==> src/rtl/hazard_unit_if.sv <==
// Signal bundle between the pipeline datapath (master) and the hazard controller (slave).
// Carries the stage register fields the controller inspects and the controls it returns.
interface hazard_unit_if #(
  parameter int unsigned RegW = 5,
  parameter int unsigned CntW = 16
);
  logic [RegW-1:0] ra1_d;
  logic [RegW-1:0] ra2_d;
  logic [RegW-1:0] ra1_e;
  logic [RegW-1:0] ra2_e;
  logic [RegW-1:0] wa3_e;
  logic            reg_write_e;
  logic            mem_to_reg_e;
  logic            branch_taken_e;
  logic            mem_ready_m;
  logic            cnt_clr;

  logic [1:0]      forward_ae;
  logic [1:0]      forward_be;
  logic            stall_f;
  logic            stall_d;
  logic            stall_e;
  logic            flush_d;
  logic            flush_e;
  logic [CntW-1:0] stall_cnt;
  logic [CntW-1:0] flush_cnt;

  modport master (
    output ra1_d, ra2_d, ra1_e, ra2_e, wa3_e, reg_write_e, mem_to_reg_e,
           branch_taken_e, mem_ready_m, cnt_clr,
    input  forward_ae, forward_be, stall_f, stall_d, stall_e, flush_d, flush_e,
           stall_cnt, flush_cnt
  );

  modport slave (
    input  ra1_d, ra2_d, ra1_e, ra2_e, wa3_e, reg_write_e, mem_to_reg_e,
           branch_taken_e, mem_ready_m, cnt_clr,
    output forward_ae, forward_be, stall_f, stall_d, stall_e, flush_d, flush_e,
           stall_cnt, flush_cnt
  );
endinterface

==> src/rtl/hazard_unit.sv <==
// Pipeline hazard controller: forwarding selects, stall/flush controls, private M/W shadows
// of the destination register, and saturating stall/flush event counters.
module hazard_unit #(
  parameter int unsigned RegW = 5,
  parameter int unsigned CntW = 16
) (
  input logic         clk_i,
  input logic         rst_ni,
  hazard_unit_if.slave hz
);

  localparam logic [CntW-1:0] CntMax = '1;
  localparam logic [CntW-1:0] CntOne = CntW'(1);

  logic [RegW-1:0] wa3_m_q, wa3_m_d;
  logic [RegW-1:0] wa3_w_q, wa3_w_d;
  logic            reg_write_m_q, reg_write_m_d;
  logic            reg_write_w_q, reg_write_w_d;
  logic [CntW-1:0] stall_cnt_q, stall_cnt_d;
  logic [CntW-1:0] flush_cnt_q, flush_cnt_d;

  logic mem_wait;
  logic ld_stall;
  logic stall_d;
  logic flush_e;

  // Forwarding: the Memory-stage result is younger, so it wins over Writeback.
  always_comb begin
    hz.forward_ae = 2'b00;
    hz.forward_be = 2'b00;
    if (reg_write_m_q && (wa3_m_q == hz.ra1_e)) begin
      hz.forward_ae = 2'b10;
    end else if (reg_write_w_q && (wa3_w_q == hz.ra1_e)) begin
      hz.forward_ae = 2'b01;
    end
    if (reg_write_m_q && (wa3_m_q == hz.ra2_e)) begin
      hz.forward_be = 2'b10;
    end else if (reg_write_w_q && (wa3_w_q == hz.ra2_e)) begin
      hz.forward_be = 2'b01;
    end
  end

  // A memory wait freezes everything and defers flushes; a taken branch beats a load-use stall.
  always_comb begin
    mem_wait   = ~hz.mem_ready_m;
    ld_stall   = hz.mem_to_reg_e & hz.reg_write_e &
                 ((hz.wa3_e == hz.ra1_d) | (hz.wa3_e == hz.ra2_d));
    stall_d    = mem_wait | (ld_stall & ~hz.branch_taken_e);
    flush_e    = (ld_stall | hz.branch_taken_e) & ~mem_wait;
    hz.stall_e = mem_wait;
    hz.stall_f = stall_d;
    hz.stall_d = stall_d;
    hz.flush_d = hz.branch_taken_e & ~mem_wait;
    hz.flush_e = flush_e;
  end

  // RegWriteE is already masked by the CLR of the Decode->Execute register.
  always_comb begin
    wa3_m_d       = wa3_m_q;
    wa3_w_d       = wa3_w_q;
    reg_write_m_d = reg_write_m_q;
    reg_write_w_d = reg_write_w_q;
    if (hz.mem_ready_m) begin
      wa3_m_d       = hz.wa3_e;
      reg_write_m_d = hz.reg_write_e;
      wa3_w_d       = wa3_m_q;
      reg_write_w_d = reg_write_m_q;
    end
  end

  always_comb begin
    stall_cnt_d = stall_cnt_q;
    flush_cnt_d = flush_cnt_q;
    if (hz.cnt_clr) begin
      stall_cnt_d = '0;
      flush_cnt_d = '0;
    end else begin
      if (stall_d && (stall_cnt_q != CntMax)) begin
        stall_cnt_d = stall_cnt_q + CntOne;
      end
      if (flush_e && (flush_cnt_q != CntMax)) begin
        flush_cnt_d = flush_cnt_q + CntOne;
      end
    end
  end

  // State follows the pipeline registers, which update on the falling edge.
  always_ff @(negedge clk_i or negedge rst_ni) begin
    if (!rst_ni) begin
      wa3_m_q       <= '0;
      wa3_w_q       <= '0;
      reg_write_m_q <= 1'b0;
      reg_write_w_q <= 1'b0;
      stall_cnt_q   <= '0;
      flush_cnt_q   <= '0;
    end else begin
      wa3_m_q       <= wa3_m_d;
      wa3_w_q       <= wa3_w_d;
      reg_write_m_q <= reg_write_m_d;
      reg_write_w_q <= reg_write_w_d;
      stall_cnt_q   <= stall_cnt_d;
      flush_cnt_q   <= flush_cnt_d;
    end
  end

  assign hz.stall_cnt = stall_cnt_q;
  assign hz.flush_cnt = flush_cnt_q;

endmodule
==> src/flat_wrapper.sv <==
// flat-port wrapper written by rule: the top's interface ports become plain ports
module hazard_unit_flat 
#(
  parameter int unsigned RegW = 5,
  parameter int unsigned CntW = 16
)
  (clk_i, rst_ni, hz_ra1_d, hz_ra2_d, hz_ra1_e, hz_ra2_e, hz_wa3_e, hz_reg_write_e, hz_mem_to_reg_e, hz_branch_taken_e, hz_mem_ready_m, hz_cnt_clr, hz_forward_ae, hz_forward_be, hz_stall_f, hz_stall_d, hz_stall_e, hz_flush_d, hz_flush_e, hz_stall_cnt, hz_flush_cnt);
  hazard_unit_if #(.RegW(RegW), .CntW(CntW)) hz_i ();
  input logic clk_i;
  input logic rst_ni;
  input wire logic [$bits(hz_i.ra1_d)-1:0] hz_ra1_d;
  input wire logic [$bits(hz_i.ra2_d)-1:0] hz_ra2_d;
  input wire logic [$bits(hz_i.ra1_e)-1:0] hz_ra1_e;
  input wire logic [$bits(hz_i.ra2_e)-1:0] hz_ra2_e;
  input wire logic [$bits(hz_i.wa3_e)-1:0] hz_wa3_e;
  input wire logic [$bits(hz_i.reg_write_e)-1:0] hz_reg_write_e;
  input wire logic [$bits(hz_i.mem_to_reg_e)-1:0] hz_mem_to_reg_e;
  input wire logic [$bits(hz_i.branch_taken_e)-1:0] hz_branch_taken_e;
  input wire logic [$bits(hz_i.mem_ready_m)-1:0] hz_mem_ready_m;
  input wire logic [$bits(hz_i.cnt_clr)-1:0] hz_cnt_clr;
  output wire logic [$bits(hz_i.forward_ae)-1:0] hz_forward_ae;
  output wire logic [$bits(hz_i.forward_be)-1:0] hz_forward_be;
  output wire logic [$bits(hz_i.stall_f)-1:0] hz_stall_f;
  output wire logic [$bits(hz_i.stall_d)-1:0] hz_stall_d;
  output wire logic [$bits(hz_i.stall_e)-1:0] hz_stall_e;
  output wire logic [$bits(hz_i.flush_d)-1:0] hz_flush_d;
  output wire logic [$bits(hz_i.flush_e)-1:0] hz_flush_e;
  output wire logic [$bits(hz_i.stall_cnt)-1:0] hz_stall_cnt;
  output wire logic [$bits(hz_i.flush_cnt)-1:0] hz_flush_cnt;
  assign hz_i.ra1_d = hz_ra1_d;
  assign hz_i.ra2_d = hz_ra2_d;
  assign hz_i.ra1_e = hz_ra1_e;
  assign hz_i.ra2_e = hz_ra2_e;
  assign hz_i.wa3_e = hz_wa3_e;
  assign hz_i.reg_write_e = hz_reg_write_e;
  assign hz_i.mem_to_reg_e = hz_mem_to_reg_e;
  assign hz_i.branch_taken_e = hz_branch_taken_e;
  assign hz_i.mem_ready_m = hz_mem_ready_m;
  assign hz_i.cnt_clr = hz_cnt_clr;
  assign hz_forward_ae = hz_i.forward_ae;
  assign hz_forward_be = hz_i.forward_be;
  assign hz_stall_f = hz_i.stall_f;
  assign hz_stall_d = hz_i.stall_d;
  assign hz_stall_e = hz_i.stall_e;
  assign hz_flush_d = hz_i.flush_d;
  assign hz_flush_e = hz_i.flush_e;
  assign hz_stall_cnt = hz_i.stall_cnt;
  assign hz_flush_cnt = hz_i.flush_cnt;
  hazard_unit #(.RegW(RegW), .CntW(CntW)) u_core (.clk_i(clk_i), .rst_ni(rst_ni), .hz(hz_i));
endmodule
==> config.mk <==
export PLATFORM = sky130hd
export DESIGN_NAME = hazard_unit_flat
export DESIGN_NICKNAME = d
export VERILOG_FILES = /design/src/rtl/hazard_unit_if.sv /design/src/rtl/hazard_unit.sv /design/src/flat_wrapper.sv
export SDC_FILE = /design/constraint.sdc
export NUM_CORES = 1
export LEC_CHECK = 0
export ABC_AREA = 1
export CAP_MARGIN = 15
export CORE_ASPECT_RATIO = 2
export CORE_MARGIN = 2
export CORE_UTILIZATION = 45
export DETAILED_ROUTE_END_ITERATION = 16
export PLACE_DENSITY = 0.76
export RECOVER_POWER = 50
export SLEW_MARGIN = 20
export SYNTH_ARGS = -nofsm -noshare
export SYNTH_HDL_FRONTEND = slang
export SYNTH_SLANG_ARGS = --single-unit
export TNS_END_PERCENT = 10
==> constraint.sdc <==
create_clock -name clk_i -period 2 [get_ports clk_i]
set_clock_uncertainty 0.1 [all_clocks]
set_input_delay 0.2 -clock clk_i [delete_from_list [all_inputs] [get_ports clk_i]]
set_output_delay 0.2 -clock clk_i [all_outputs]
set_load 0.005 [all_outputs]
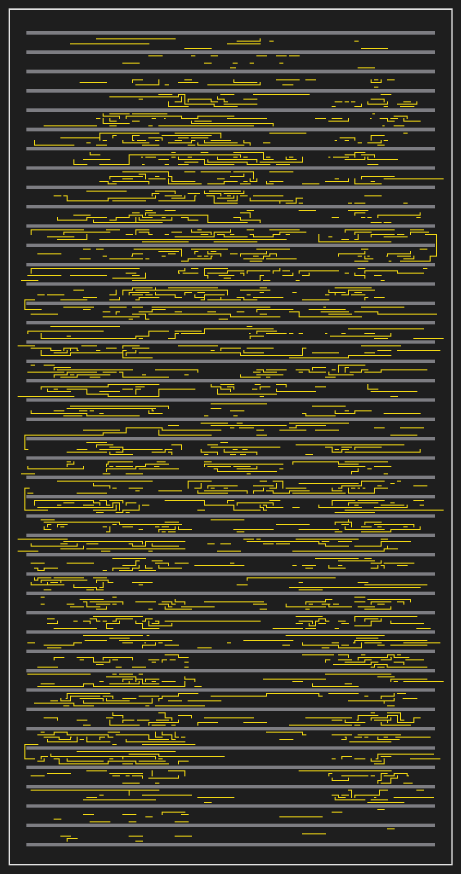
**Above:** run 1 (met1 routing).
Supply wires on this layer in grey.
- wire length on this layer: 3,620 um
- nets with wire on the layer: 539
met1 GRT Util: 28.6%
Vias: 3,443
Post-Route WL: 10.3 mm

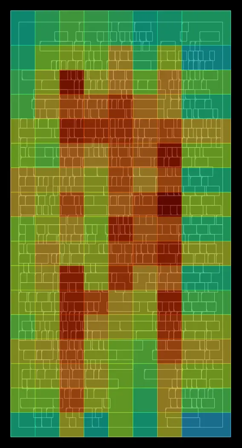
**Above:** run 1 (routing congestion).
DR WL/cell: 15.7 um
post-layout util: 72.7%
met3 GRT Util: 3.96%

==> notes.md, run 1 <==
impl run done, here's what came out: vias per cell 5.24, post-synthesis sequential element count ~44, chip area line of the yosys report 3040 um^2, final hold vios 0, Row Count 42, Async SR Flop Fraction 100%, DR iter-0 viols roughly 190, Final WS setup -1.01 ns, Clock Pin Slew Worst Setup and Hold Paths 0.05 ns, clk sink count 44, Worst R2R Start u_core.hz.stall_cnt[1], Max Root-Sink Buffers 2, clk_lat worst skew 0.31 ns, grt ovf 0, VDD IR-drop max 0.591 mV, Placement Setup Slack -1.05 ns, unrepaired setup endpoints after global routing true, largest net degree at the start of global routing 45, pwr/cell area 506 nW/um^2, number of enable flip-flop cells 0, CTS root buf clkbuf_16, CTS tree yes, drt pass-1 iters 4, yosys cell count 418, Hold Worst Slack ~0.41 ns, Yosys cell types 36, Final nets 602, Port Buffers around 72, Inst Count DP roughly 640, layout cells sized above 1 37.4%, AO/OA Area Share 6.30%, worst-margin pin slew 0.620 ns, sequential fraction of the synthesis area between 30% and 40%, synth warn 0, die height 120 um, Tool Warnings 29, crit path capture hz_forward_be[0], Top cells by area dfrtn_1, nand2_1, inv_1, fillers ~510, Simple Share, Synth between 30% and 40%, area grow syn2layout 57.3%, CP Launch Type flop, worst hold path class reg -> reg, mux share 0%, crit path capture type output pin, GPL Wtd Cong 0.951, worst r2r dst u_core.hz.stall_cnt[0], crit path DAT ~2.7 ns, Pre-Place Util 46.2%, Commonest flop dfrtn_1, Max-Cap Viols 0, initial antenna violation count 0, leading area contributor after synthesis dfrtn_1, Adder Area Share less than 1%, Ant. Diodes 0, TritonCTS Buffers 5, Mean Syn Cell Area 7.26 um^2, Pwr Total 2.42 mW, crit path max fanout 3, Setup Viol. Count Final 68, Syn Nets between 400 and 500, synthesized area 3040 um^2, most frequent cell after synthesis nand2_1, Post-synth top cells nand2_1, inv_1, dfrtn_1, nand3_1, nand4_1, vias in the first global route 3,473, core area ~6600 um^2, max-slew violation count 0, CP Launch Point u_core.wa3_m_q[3], Mapped Cells 418, Top Ports 73, DIE WIDTH ~62 um, final cell count without fillers approximately 660, FF-to-FF path depth 11, FF-to-FF setup slack -0.13 ns, Worst Path Required 1.70 ns, # DRC 0, failing checks negative setup slack, Detail Placement HPWL 6.80 mm, H-tree depth 2, CP Class reg -> out, GRT Util Overall a little over a quarter, Rel. slew slack about three fifths, status finished, violations left, Area leader share a little over a third, Pleak 2.60 nW, Synth logic family simple AND/OR/NAND/NOR gates, first-pass GRT wire length 15.4 mm, XOR Share, Synth under 10%, Final ANT Viol Nets 0, die area 7460 um^2
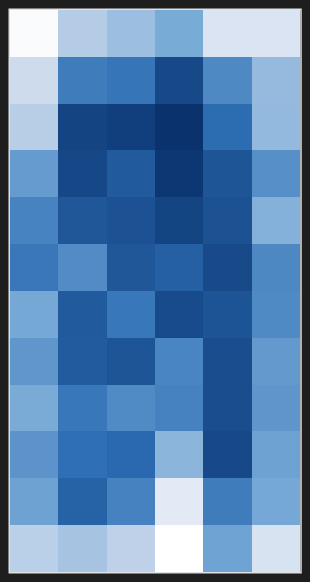
**Above:** run 1 (local utilization).
The die is cut into 6 by 12 equal tiles; white is low, dark blue is high, 0 to 100% covered.
- mean over tiles: 63%
- nearly empty tiles: 1.4%
- fullest tile: 99%
- tiles over 75% full: 36%

-- run 1: worst max-delay path, stage by stage, from the launching register on --
cell and delay, ns:
dfrtn_1 0.37, buf_6 0.13, a21oi_4 0.11, o2111ai_2 0.14, nor4_2 0.32, buf_4 0.16, nor3_2 0.03, buf_2 0.13
-- run 1: repair_timing --
action                                 in CTS  in global routing
cloned                                      2                  2
endpoints found under the hold margin       0                  0
hold buffers                                0                  0
setup endpoints to repair                  84                 75
buffers inserted                            6                  4
pin swaps                                  28                 28
resized                                   242                 40
-- run 1: stage by stage --
step | area, um^2 | TNS (ns)
global route | 4780 | -18.80
detailed placement | 4410 | -50.10
CTS | 4570 | -13.83
global placement | 4410 | -47.99
floorplan | 3070 | -11.26
finish | 4780 | -15.96
-- run 1: registers in the layout (all words and copies together), names as in the netlist --
name	cells
u_core.reg_write_m_q	1
u_core.reg_write_w_q	1
u_core.wa3_m_q	5
u_core.hz.stall_cnt	16
u_core.hz.flush_cnt	16
u_core.wa3_w_q	5
-- run 1: power breakdown --
part           internal (mW)  leakage, nW  switching (mW)
clock network          0.594       0.0804           0.375
logic                  0.238         1.93           0.258
registers              0.928        0.593          0.0270
total                   1.76         2.60           0.659
-- run 1: worst min path at each step --
stage | start | to | slack, ns | cells past startpoint
2_1_floorplan | u_core.wa3_m_q[0] | u_core.wa3_w_q[0] | 0.33 | 2
3_3_place_gp | u_core.reg_write_w_q | u_core.reg_write_w_q | 0.36 | 2
3_5_place_dp | u_core.reg_write_w_q | u_core.reg_write_w_q | 0.40 | 2
4_1_cts | u_core.reg_write_w_q | u_core.reg_write_w_q | 0.40 | 2
5_1_grt | u_core.wa3_w_q[4] | u_core.wa3_w_q[4] | 0.44 | 2
6_report | u_core.reg_write_w_q | u_core.reg_write_w_q | 0.41 | 2
-- run 1: cell usage in the layout, fill, tap and decap left out, drive strengths merged, types with 2 or more instances in the layout --
cell / Yosys / layout
clkdlybuf4s50: 0 / 13
a21oi: 6 / 6
ha: 2 / 2
nand3b: 2 / 2
o2111ai: 2 / 2
nand4: 33 / 33
xor2: 21 / 21
o22ai: 6 / 6
nand3: 46 / 46
dlymetal6s2s: 0 / 3
clkbuf: 1 / 8
nor4: 2 / 2
or2: 2 / 2
nand2: 110 / 112
nor2: 30 / 30
dfrtn: 44 / 44
inv: 61 / 62
o21ai: 14 / 14
dlygate4sd2: 0 / 3
o211ai: 2 / 2
nor3: 7 / 7
xnor2: 9 / 9
buf: 14 / 133
-- run 1: layer usage --
| layer | vias to the layer above | routed length (um) | track usage (%) |
|---|---|---|---|
| li1 | 1667 | - | - |
| met1 | 1624 | 3620 | 28.6 |
| met2 | 118 | 5730 | 49.9 |
| met3 | 34 | 556 | 3.96 |
| met4 | 0 | 422 | 12.6 |
| met5 | - | 0 | 0 |
-- run 1: cell type report --
type                       instances  area [um^2]  area share, %
tap                               88          110           2.30
multi-input combinational        299         1870           39.2
clock inverter                     3         46.3          0.969
inverter                          62          244           5.11
clock buffer                       5          125           2.62
timing repair buffer             156         1280           26.8
sequential                        44         1100           23.0
==> run 2, diff against run 1 <==
- CORE_UTILIZATION: 45 -> 55
- DONT_BUFFER_PORTS: default -> 1
- HOLD_SLACK_MARGIN: default -> 0.08
- PLACE_DENSITY: 0.76 -> 0.73
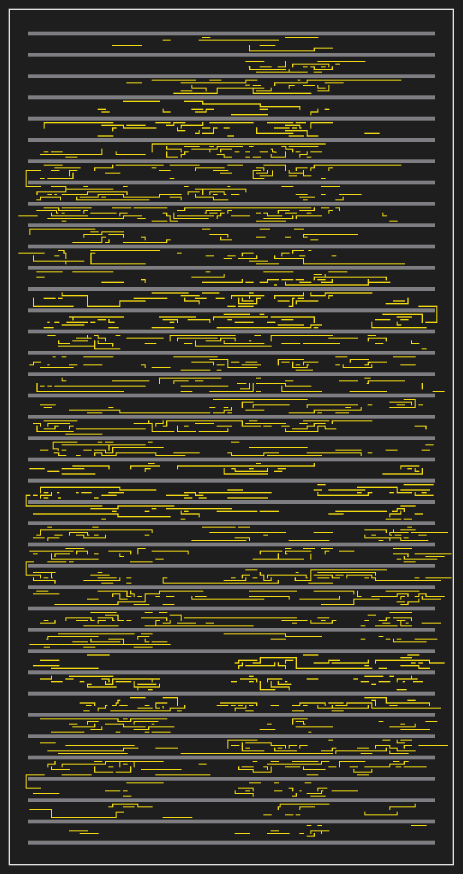
**Above:** run 2 (met1 routing).
Supply wires on this layer in grey.
- main direction: horizontal
- longest straight run: 22.1 um
- wire length on this layer: 2,780 um
- share of all routed wire: 34%
- nets with wire on the layer: 457

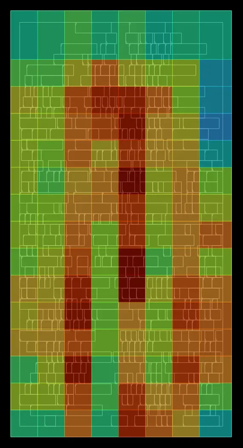
**Above:** run 2 (routing congestion).
met2 Use GR: 53.7%
met3 GRT Util: 6.05%
DR WL/cell: 15.8 um
post-layout util: 68.8%
GRT Util Overall: 26.7%

==> run 2 against run 1 <==
- the flow still finishes with violations (negative setup slack)
- worst hold slack got worse by 0.040 ns
- cell area decreased by 23%
- worst setup slack improved by 0.24 ns
- die size decreased by 17%
- clock-buffer cell count increased by 2
- routed wire length decreased by 21%
- via count decreased by 15%
- non-clock buffer count decreased by 110
- sequential share of layout area increased by 6.7 points
- combinational power decreased by 39%
- highest routed layer unchanged
==> notes.md, run 2 <==
impl run done, here's what came out: clk sink count roughly 44, area grow syn2layout 21.8%, P_sw 514 uW, most frequent cells in the layout nand2_1, inv_1, dfrtn_1, CP Class reg -> out, CTS tree yes, Rel. slew slack around 80%, status finished, violations left, Ant. Diodes 0, Final ANT Viol Nets 0, Clock Pin Slew Worst Setup and Hold Paths 0.06 ns, worst hold path class in -> async, Setup Viol. Count Final 66, first-pass GRT wire length roughly 13 mm, DIE WIDTH 56.5 um, Pre-Place Util 56.5%, Placement Setup Slack -0.527 ns, Async SR Flop Fraction 100%, crit path DAT around 2.5 ns, Post-synth top cells nand2_1, inv_1, dfrtn_1, nand3_1, nand4_1, Final nets 492, unrepaired setup endpoints after global routing true, max-slew violation count 0, failing checks negative setup slack, Max Root-Sink Buffers 2, AO/OA Area Share about 6.3%, sequential fraction of the synthesis area 36.3%, Adder Area Share 0.824%, most frequent cell after synthesis nand2_1, Top cells by area dfrtn_1, nand2_1, inv_1, largest net degree at the start of global routing 45, H-tree depth 2, Vias 2,937, Area leader share ~36%, hold buffers post-CTS 0, Syn Nets 452, vias per cell around 5.7, Detail Placement HPWL 5.83 mm, post-synthesis sequential element count approximately 44, final hold vios 0, grt ovf 0, core area 5370 um^2, TritonCTS Buffers 5, Pwr Total 1.86 mW, Mean Syn Cell Area 7.26 um^2, Top Ports 73, Worst Path Required 1.70 ns, CTS root buf clkbuf_8, Commonest flop dfrtn_1, vias in the first global route 2,868, initial antenna violation count 0, Final WS setup -0.771 ns, GPL Wtd Cong just under 0.9, Mapped Cells 418, pwr/cell area 504 nW/um^2, synth warn 0, die height 109 um, CP Launch Type flop, Reg power frac 51.4%, Yosys cell types 36, combinational share of power approximately 16%, Row Count 38, Post-Route WL 8.20 mm, VDD IR-drop max ~0.54 mV, Synth logic family simple AND/OR/NAND/NOR gates, synthesized area 3040 um^2, internal power 1.35 mW, layout cells sized above 1 approximately a quarter, drt pass-1 iters 5, yosys cell count 418, clk_lat worst skew 0.30 ns, switch share 27.6%, design area 3700 um^2, Tool Warnings 29, worst-margin pin slew 0.313 ns, Clk pwr share 32.2%, crit path capture type output pin, die area 6170 um^2, DR iter-0 viols 101, # DRC 0, XOR Share, Synth 8.65%, most numerous logic cell after layout nand2_1, TNS Setup -7.54 ns, mux share 0%, Simple Share, Synth between 30% and 40%, crit path max fanout 3, Port Buffers 0, chip area line of the yosys report 3040 um^2, Max-Cap Viols 0, Pleak 1.93 nW, leading area contributor after synthesis dfrtn_1, Placement Cell Area 3380 um^2, number of enable flip-flop cells 0
run 2: cell counts after synthesis:
Identical to the previous run, type by type.
run 2: power by group through the flow:
stage	combinational (mW)	clock [mW]	sequential [mW]
after floorplan	0.173	0	0.968
after global placement	0.252	0	0.968
after detailed placement	0.259	0	0.971
after CTS	0.283	0.612	0.956
after global routing	0.332	0.633	0.962
final	0.305	0.599	0.957
run 2: timing repair:
action                     CTS  global route
buffers inserted             4             2
setup endpoints to repair   68            68
gates resized               15            26
pin swaps                    3            10
cloned                       0             2
run 2: logic make-up after synthesis:
logic type      Yosys count
compound gates           33
xor+xnor                 30
flops                    44
buf+inv                  77
simple gates            232
fa+ha+maj                 2
run 2: cell type report:
class | instances | area (um^2)
fill | 460 | 1680
sequential | 44 | 1100
clock buffer | 7 | 86.3
timing repair buffer | 46 | 378
inverter | 62 | 243
tap | 60 | 75.1
clock inverter | 1 | 7.51
multi-input combinational | 299 | 1810
run 2: metal layers:
| layer | vias up | GRT usage [%] | routed length [um] |
|---|---|---|---|
| li1 | 1444 | - | - |
| met1 | 1404 | 25.3 | 2780 |
| met2 | 78 | 53.7 | 4870 |
| met3 | 11 | 6.05 | 421 |
| met4 | 0 | 9.18 | 127 |
| met5 | - | 0 | 0 |
run 2: worst max-delay path, cell delays in order (launching register included):
cell and delay, ns:
dfrtn_1 0.47, xor2_1 0.12, nor4_2 0.36, buf_4 0.18, nor3_4 0.04
run 2: final timing paths:
kind                                   startpoint                 endpoint  slack [ns]  cells after the start
max in group asynchronous                  rst_ni   u_core.hz.stall_cnt[9]        1.30                      0
max                             u_core.wa3_m_q[4]         hz_forward_ae[0]       -0.77                      4
min reg2reg                  u_core.reg_write_w_q     u_core.reg_write_w_q        0.37                      2
max reg2reg                u_core.hz.flush_cnt[0]   u_core.hz.flush_cnt[3]       -0.01                     11
min in group clk_i           u_core.reg_write_w_q     u_core.reg_write_w_q        0.37                      2
min                                        rst_ni  u_core.hz.flush_cnt[12]        0.37                      0
run 2: metrics by stage:
stage	hold WS, ns	util, %	cells
floorplan	0.332	-	418
global placement	0.363	62.9	503
detailed placement	0.367	62.9	503
CTS	0.362	66.3	515
global route	0.362	68.8	519
finish	0.366	68.8	519
Power figures rest on the tool's default switching activity, not on a simulated workload.
